[src/rtl/serial_transmitter.sv]
// serial_transmitter
//
// Parallel-to-serial transmitter that drives the 22-bit serial link toward the
// receiving board. A 20-bit message is accepted through a valid/ready
// handshake into a one-deep holding register. From there it moves into a
// 22-bit shifter and goes out MSB first as {start=1, message[19:0], stop=0}.
// The line idles low. After every stop bit the line stays low for at least
// GAP_BITS bit periods. A queued message then follows immediately, with no
// extra idle cycle.
//
// Parameters:
//   CLKS_PER_BIT  clock cycles per serial bit (>= 2)
//   GAP_BITS      minimum idle-low bit periods after each stop bit (>= 1)
//
// Ports:
//   clock      in   1   rising-edge clock
//   reset_n    in   1   asynchronous active-low reset
//   message    in  20   payload, sampled on an accepted handshake
//   send       in   1   request; handshake on a rising edge with send && ready
//   ready      out  1   holding register empty
//   serialOut  out  1   registered serial line
//   busy       out  1   frame or gap in progress, or holding register full
module serial_transmitter #(
  parameter int CLKS_PER_BIT = 8,
  parameter int GAP_BITS     = 1
) (
  input  logic        clock,
  input  logic        reset_n,
  input  logic [19:0] message,
  input  logic        send,
  output logic        ready,
  output logic        serialOut,
  output logic        busy
);

  localparam int GAP_CLKS = GAP_BITS * CLKS_PER_BIT;
  localparam int CW       = $clog2(CLKS_PER_BIT);
  localparam int GW       = $clog2(GAP_CLKS);

  localparam logic [CW-1:0] BIT_LAST = CW'(CLKS_PER_BIT - 1);
  localparam logic [GW-1:0] GAP_LAST = GW'(GAP_CLKS - 1);
  localparam logic [4:0]    IDX_LAST = 5'd21;

  typedef enum logic [1:0] {
    IDLE,
    SHIFT,
    GAP
  } state_t;

  state_t        state,      state_d;
  logic          hold_valid, hold_valid_d;
  logic [19:0]   hold;
  logic [21:0]   shifter,    shifter_d;
  logic [CW-1:0] bit_cnt,    bit_cnt_d;
  logic [4:0]    bit_idx,    bit_idx_d;
  logic [GW-1:0] gap_cnt,    gap_cnt_d;
  logic          serial_q,   serial_d;
  logic          accept;
  logic          load;

  assign ready     = !hold_valid;
  assign busy      = (state != IDLE) || hold_valid;
  assign serialOut = serial_q;
  assign accept    = send && ready;

  always_comb begin
    // NOTE: every signal written here gets a default first, so no path can
    // leave one unassigned and infer a latch.
    state_d      = state;
    shifter_d    = shifter;
    bit_cnt_d    = bit_cnt;
    bit_idx_d    = bit_idx;
    gap_cnt_d    = gap_cnt;
    load         = 1'b0;

    case (state)
      IDLE: begin
        if (hold_valid) load = 1'b1;
      end

      SHIFT: begin
        if (bit_cnt == BIT_LAST) begin
          bit_cnt_d = '0;
          shifter_d = {shifter[20:0], 1'b0};
          if (bit_idx == IDX_LAST) begin
            bit_idx_d = '0;
            gap_cnt_d = '0;
            state_d   = GAP;
          end else begin
            bit_idx_d = bit_idx + 1'b1;
          end
        end else begin
          bit_cnt_d = bit_cnt + 1'b1;
        end
      end

      GAP: begin
        if (gap_cnt == GAP_LAST) begin
          gap_cnt_d = '0;
          // A queued message goes straight back onto the wire.
          if (hold_valid) load = 1'b1;
          else            state_d = IDLE;
        end else begin
          gap_cnt_d = gap_cnt + 1'b1;
        end
      end

      default: state_d = IDLE;
    endcase

    if (load) begin
      shifter_d = {1'b1, hold, 1'b0};
      bit_cnt_d = '0;
      bit_idx_d = '0;
      gap_cnt_d = '0;
      state_d   = SHIFT;
    end

    // A load needs hold_valid, and an accept needs !hold_valid, so the two
    // never happen on the same edge.
    if (load)        hold_valid_d = 1'b0;
    else if (accept) hold_valid_d = 1'b1;
    else             hold_valid_d = hold_valid;

    // The line is registered from the next-state values. This keeps the start
    // bit on the wire one edge after the load, with no output glitch.
    serial_d = (state_d == SHIFT) && shifter_d[21];
  end

  always_ff @(posedge clock or negedge reset_n) begin
    // NOTE: sequential state uses non-blocking assignments only, so every
    // register samples the values from before the edge.
    if (!reset_n) begin
      state      <= IDLE;
      hold_valid <= 1'b0;
      shifter    <= '0;
      bit_cnt    <= '0;
      bit_idx    <= '0;
      gap_cnt    <= '0;
      serial_q   <= 1'b0;
    end else begin
      state      <= state_d;
      hold_valid <= hold_valid_d;
      shifter    <= shifter_d;
      bit_cnt    <= bit_cnt_d;
      bit_idx    <= bit_idx_d;
      gap_cnt    <= gap_cnt_d;
      serial_q   <= serial_d;
    end
  end

  // NOTE: the payload register has no reset. hold_valid qualifies it, and it
  // is only ever read after a handshake has written it.
  always_ff @(posedge clock) begin
    if (accept) hold <= message;
  end

endmodule

[config.mk]
export PLATFORM = sky130hd
export DESIGN_NAME = serial_transmitter
export DESIGN_NICKNAME = d
export VERILOG_FILES = /design/src/rtl/serial_transmitter.sv
export SDC_FILE = /design/constraint.sdc
export NUM_CORES = 1
export LEC_CHECK = 0
export CORE_ASPECT_RATIO = 1.2
export CORE_UTILIZATION = 49
export CTS_CLUSTER_DIAMETER = 200
export DETAILED_ROUTE_END_ITERATION = 8
export PLACE_DENSITY_LB_ADDON = 0.1
export SLEW_MARGIN = 20
export SYNTH_ARGS = -nofsm -noshare
export SYNTH_HDL_FRONTEND = slang
export SYNTH_SLANG_ARGS = --single-unit
[constraint.sdc]
create_clock -name clock -period 1.91 [get_ports clock]
set_clock_uncertainty 0.1 [all_clocks]
set_input_delay 0.191 -clock clock [delete_from_list [all_inputs] [get_ports clock]]
set_output_delay 0.191 -clock clock [all_outputs]
set_load 0.03 [all_outputs]
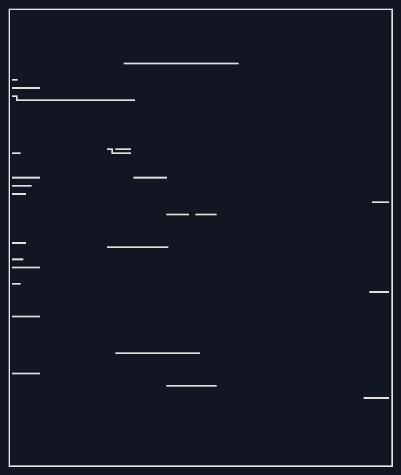
(run_1/layer_met3.png)
(6 px per µm)
The longest straight run is 19.5 µm. 21 nets have wire on it. The layer holds 3.4% of the routed length. The layer carries 133 µm of wire.
Post-Route WL: 3961 µm
routed vias: 1519
met3 GRT Util: 4.042%

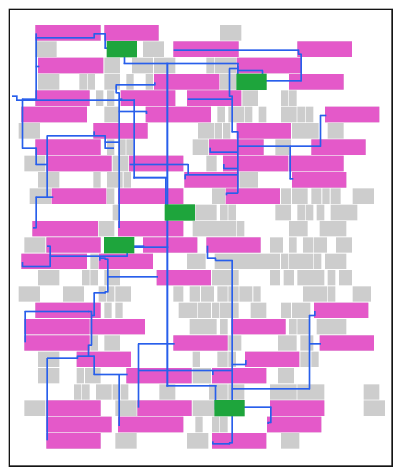
(run_1/clk_routes.png)
(6 px per µm)
Key: clock drivers = green [count 5]; clock wires = blue [length 623 µm]; flip-flops = magenta [count 56]
There are 6 routed clock nets.
clk latency late pin: 0.31 ns
Clk network pwr share: 22.1%

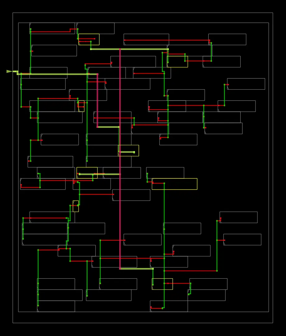
(run_1/clocks.png)
P_clk: 756 µW
CTS buffer count: 5

==> results.yml, run 1 <==
# synthesis and place-and-route metrics
status:
  outcome: "finished clean"
sta:
  fin_crit_sh_pct: 96.35
  hold_ws_ns: 0.2039
  final.min_clock_period_ns: 1.840
  slew_violations: 0
  max_freq_mhz: 543.4
  setup_tns_ns: 0
yosys:
  edf_count: 20
  area_leaders: "dfrtp_1 (40%), edfxtp_1 (27%), nand2_1 (7.4%)"
  syn_area_um2: 2230
  syn_nets: 214
  yosys.area_share.simple_pct: 13.24
  synthArstFlopShare_pct: 64.29
  mux_area_share_pct: 0
  synthAdderAreaFrac_pct: 3.367
  top_area_share_pct: 40.40
  xor_share_pct: 0
  ys_ff: 56
  synthDistinctLibCells: 31
  netlist_instances: 185
  ys_seq_share_pct: 67.34
  ys_cells: 185
  yosysWarnings: 0
  yosysChipArea_um2: 2230
  top_area_cell: "dfrtp_1"
final_layout:
  logic_gate_count: 115
  comb_area_um2: 695.7
  nonClkBufAreaFrac_pct: 12.44
  comb_area_share_pct: 25.42
  drive_gt1_share_pct: 10.45
  seq_cells: 56
  layout.non_clock_inverters: 6
  clockBufferCount: 7
  fin_area_um2: 2736
  postLayoutCoreUtil_pct: 63.24
  regMostFlops: "shifter"
  syn_to_final_growth_pct: 22.73
  dominant_cells: "flip-flops and latches"
  clk_share_pct: 3.887
  seqCellArea_um2: 1501
  instances_no_fill: 276
  lay_top_count: "nand2_1"
worst_setup_path:
  reg2regPathDepth: 7
  worst-r2r-setup-slack_ns: 0.11
  cp_slowest_stage_delay_ns: 0.66
  path_buffers: 2
  critPathRequiredTime_ns: 1.62
  r2r-end: "shifter[2]$_DFFE_PN0P_"
  crit_slowest_cell: "clkdlybuf4s50_1"
  crit_chain: "inv_1, clkdlybuf4s50_1"
  path_depth: 2
  critical_path.endpoint: "ready"
  crit_path_start: "hold_valid$_DFFE_PN0P_"
power_and_ir_drop:
  p_comb_uw: 886
  p_seq_share_pct: 51.9
  p_seq_mw: 1.77
  combPwrFrac_pct: 25.9
  ir_drop_v: 0.0007478
  p_int_mw: 2.368
  switchingPower_mw: 1.048
  swShare_pct: 30.67
  leakage_nw: 1.193
floorplan:
  ioPinCount: 26
  row_count: 26
  initCoreUtil_pct: 51.53
  die_w_um: 63.58
  die_h_um: 75.90
  core_area_um2: 4327
clock_network:
  max-clock-path-buffers: 2
  root_buffer: "clkbuf_8"
  postCtsResizedCells: 2
  ctsHtreeMaxLevel: 2
  clk_pin_slew_ns: 0.09
  cts_sinks: 56
drt:
  dr.pass1.iters: 4
  wl_met3_um: 133
  highest_layer: "met4"
  antenna_left: 0
  wl_per_cell_um: 14.35
  drtIter0Drc: 87
  wl_met2_um: 2011
  drc: 0
  m1WireLength_um: 1750
place:
  gp_congestion: 0.7835
  dpl_cell_area_um2: 2595
  dp_hpwl_um: 2700
  port_buffers: 25
global_routing:
  grt_pass1_wl_um: 6920
  top_usage_layer: "met2"
  grt_pass1_vias: 1550
  groute.layer.met1.usage_pct: 22.75
  grt.total_usage_pct: 19.16
  overflow: 0
  met2_usage_pct: 32.98
run:
  max_cap_viol_count: 0
## Run 2: what changed since run 1
- ABC_CLOCK_PERIOD_IN_PS: unset -> 1910
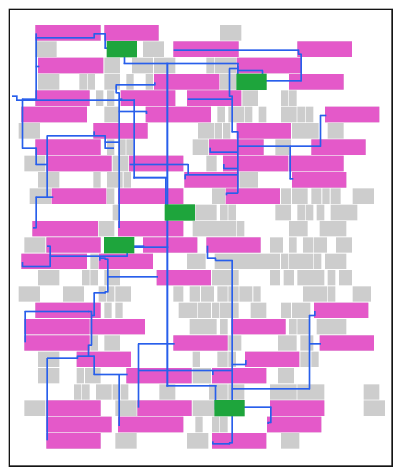
(run_2/clk_routes.png)
(6 px per µm)
Key: flip-flops = magenta [count 56]; clock wires = blue [length 623 µm]; clock drivers = green [count 5]
Position of the flops: all over the die. There are 6 routed clock nets.

==> run 2 against run 1 <==
  * Setup slack unchanged
  * Critical endpoint unchanged
  * Register-to-register slack about the same
  * Combinational power about the same
  * Cell count did not move
  * Total power did not move
  * Sequential share of layout area unchanged
  * Maximum frequency did not move
  * Largest cell class unchanged
  * Utilization is the same
  * Die area stayed put
  * Via count is the same
  * Critical path type unchanged
  * Non-clock buffer count unchanged
==> results.yml, run 2 <==
# synthesis and place-and-route metrics
power_and_ir_drop:
  p_seq_mw: 1.77
  p_clk_uw: 756
  p_comb_uw: 886
  combPwrFrac_pct: 25.9
  top_power_group: "sequential cells"
  p_per_area_nw_per_um2: 1248
  switchingPower_mw: 1.048
  p_seq_share_pct: 51.9
  clockPowerShare_pct: 22.1
  swShare_pct: 30.67
  p_int_mw: 2.368
  leakage_nw: 1.193
  ir_drop_v: 0.0007478
floorplan:
  die_h_um: 75.90
  chipArea_um2: 4825
  core_area_um2: 4327
  row_count: 26
  die_w_um: 63.58
  initCoreUtil_pct: 51.53
  tap_cells: 56
  ioPinCount: 26
global_routing:
  overflow: 0
  gr-usage-met3_pct: 4.042
  top_usage_layer: "met2"
  groute.layer.met1.usage_pct: 22.75
  grt.total_usage_pct: 19.16
  grt_pass1_wl_um: 6920
  grt_pass1_vias: 1550
  met2_usage_pct: 32.98
  grt_max_degree: 37
drt:
  dr.pass1.iters: 4
  m1WireLength_um: 1750
  highest_layer: "met4"
  drtIter0Drc: 87
  wl_met2_um: 2011
  drc: 0
  wl_per_cell_um: 14.35
  vias_per_cell: 5.504
  drt_wl_total_um: 3961
  antenna_left: 0
  wl_met3_um: 133
  vias: 1519
clock_network:
  ctsHtreeMaxLevel: 2
  postCtsHoldBufs: 0
  clk_pin_slew_ns: 0.09
  cts_made_buffers: 5
  max-clock-path-buffers: 2
  postCtsResizedCells: 2
  root_buffer: "clkbuf_8"
  clkLatencyLatePin_ns: 0.31
  cts_sinks: 56
worst_setup_path:
  r2r-end: "shifter[2]$_DFFE_PN0P_"
  path_buffers: 2
  critPathRequiredTime_ns: 1.62
  crit_path_start: "hold_valid$_DFFE_PN0P_"
  path_delay_family: "buffers and inverters"
  r2r_start: "gap_cnt[0]$_DFFE_PN0P_"
  startpoint_type: "register"
  path_depth: 2
  reg2regPathDepth: 7
  crit_chain: "inv_1, clkdlybuf4s50_1"
  worst-r2r-setup-slack_ns: 0.11
  cp_slowest_stage_delay_ns: 0.66
  critical_path.endpoint: "ready"
  crit_slowest_cell: "clkdlybuf4s50_1"
  arrival_ns: 1.55
yosys:
  netlist_instances: 185
  area_leaders: "dfrtp_1 (40%), edfxtp_1 (27%), nand2_1 (7.4%)"
  ys_cells: 185
  top_cell: "nand2_1"
  syn_nets: 214
  avgSynthCellArea_um2: 12.05
  synthAdderAreaFrac_pct: 3.367
  mux_area_share_pct: 0
  yosys.area_share.simple_pct: 13.24
  ys_seq_share_pct: 67.34
  top_area_share_pct: 40.40
  synthDistinctLibCells: 31
  xor_share_pct: 0
  ys_ff: 56
  yosysChipArea_um2: 2230
  top_area_cell: "dfrtp_1"
  compound_area_share_pct: 13.36
  edf_count: 20
  synthArstFlopShare_pct: 64.29
  ys_top_logic_family: "AND-OR/OR-AND gates"
  yosysWarnings: 0
  syn_area_um2: 2230
final_layout:
  fill_cells: 348
  postLayoutCoreUtil_pct: 63.24
  largest_reg_flops: 21
  drive_gt1_share_pct: 10.45
  comb_area_um2: 695.7
  clockBufferCount: 7
  regMostFlops: "shifter"
  instances_no_fill: 276
  comb_area_share_pct: 25.42
  seqCellArea_um2: 1501
  nonClkBufAreaFrac_pct: 12.44
  diodes: 0
  logic_gate_count: 115
  nets: 248
  sh_seq_area_pct: 54.87
  seq_cells: 56
  lay_top_count: "nand2_1"
  signal_buffers: 35
  syn_to_final_growth_pct: 22.73
  fin_area_um2: 2736
  layout.non_clock_inverters: 6
  clk_share_pct: 3.887
  dominant_cells: "flip-flops and latches"
sta:
  hold_ws_ns: 0.2039
  worst_slew_pin_slew_ns: 0.4708
  max_freq_mhz: 543.4
  fin_crit_sh_pct: 96.35
  setup_viol: 0
  slew_violations: 0
  hold_violations: 0
  setup_tns_ns: 0
  final.min_clock_period_ns: 1.840
place:
  dpl_worst_slack_ns: 0.0002117
  dpl_cell_area_um2: 2595
  gp_congestion: 0.7835
  dp_hpwl_um: 2700
  place_inst: 267
  port_buffers: 25
hold_path:
  hp-class: "primary input to asynchronous set/reset pin"
run:
  max_cap_viol_count: 0
status:
  outcome: "finished clean"
Power figures rest on the tool's default switching activity, not on a simulated workload.
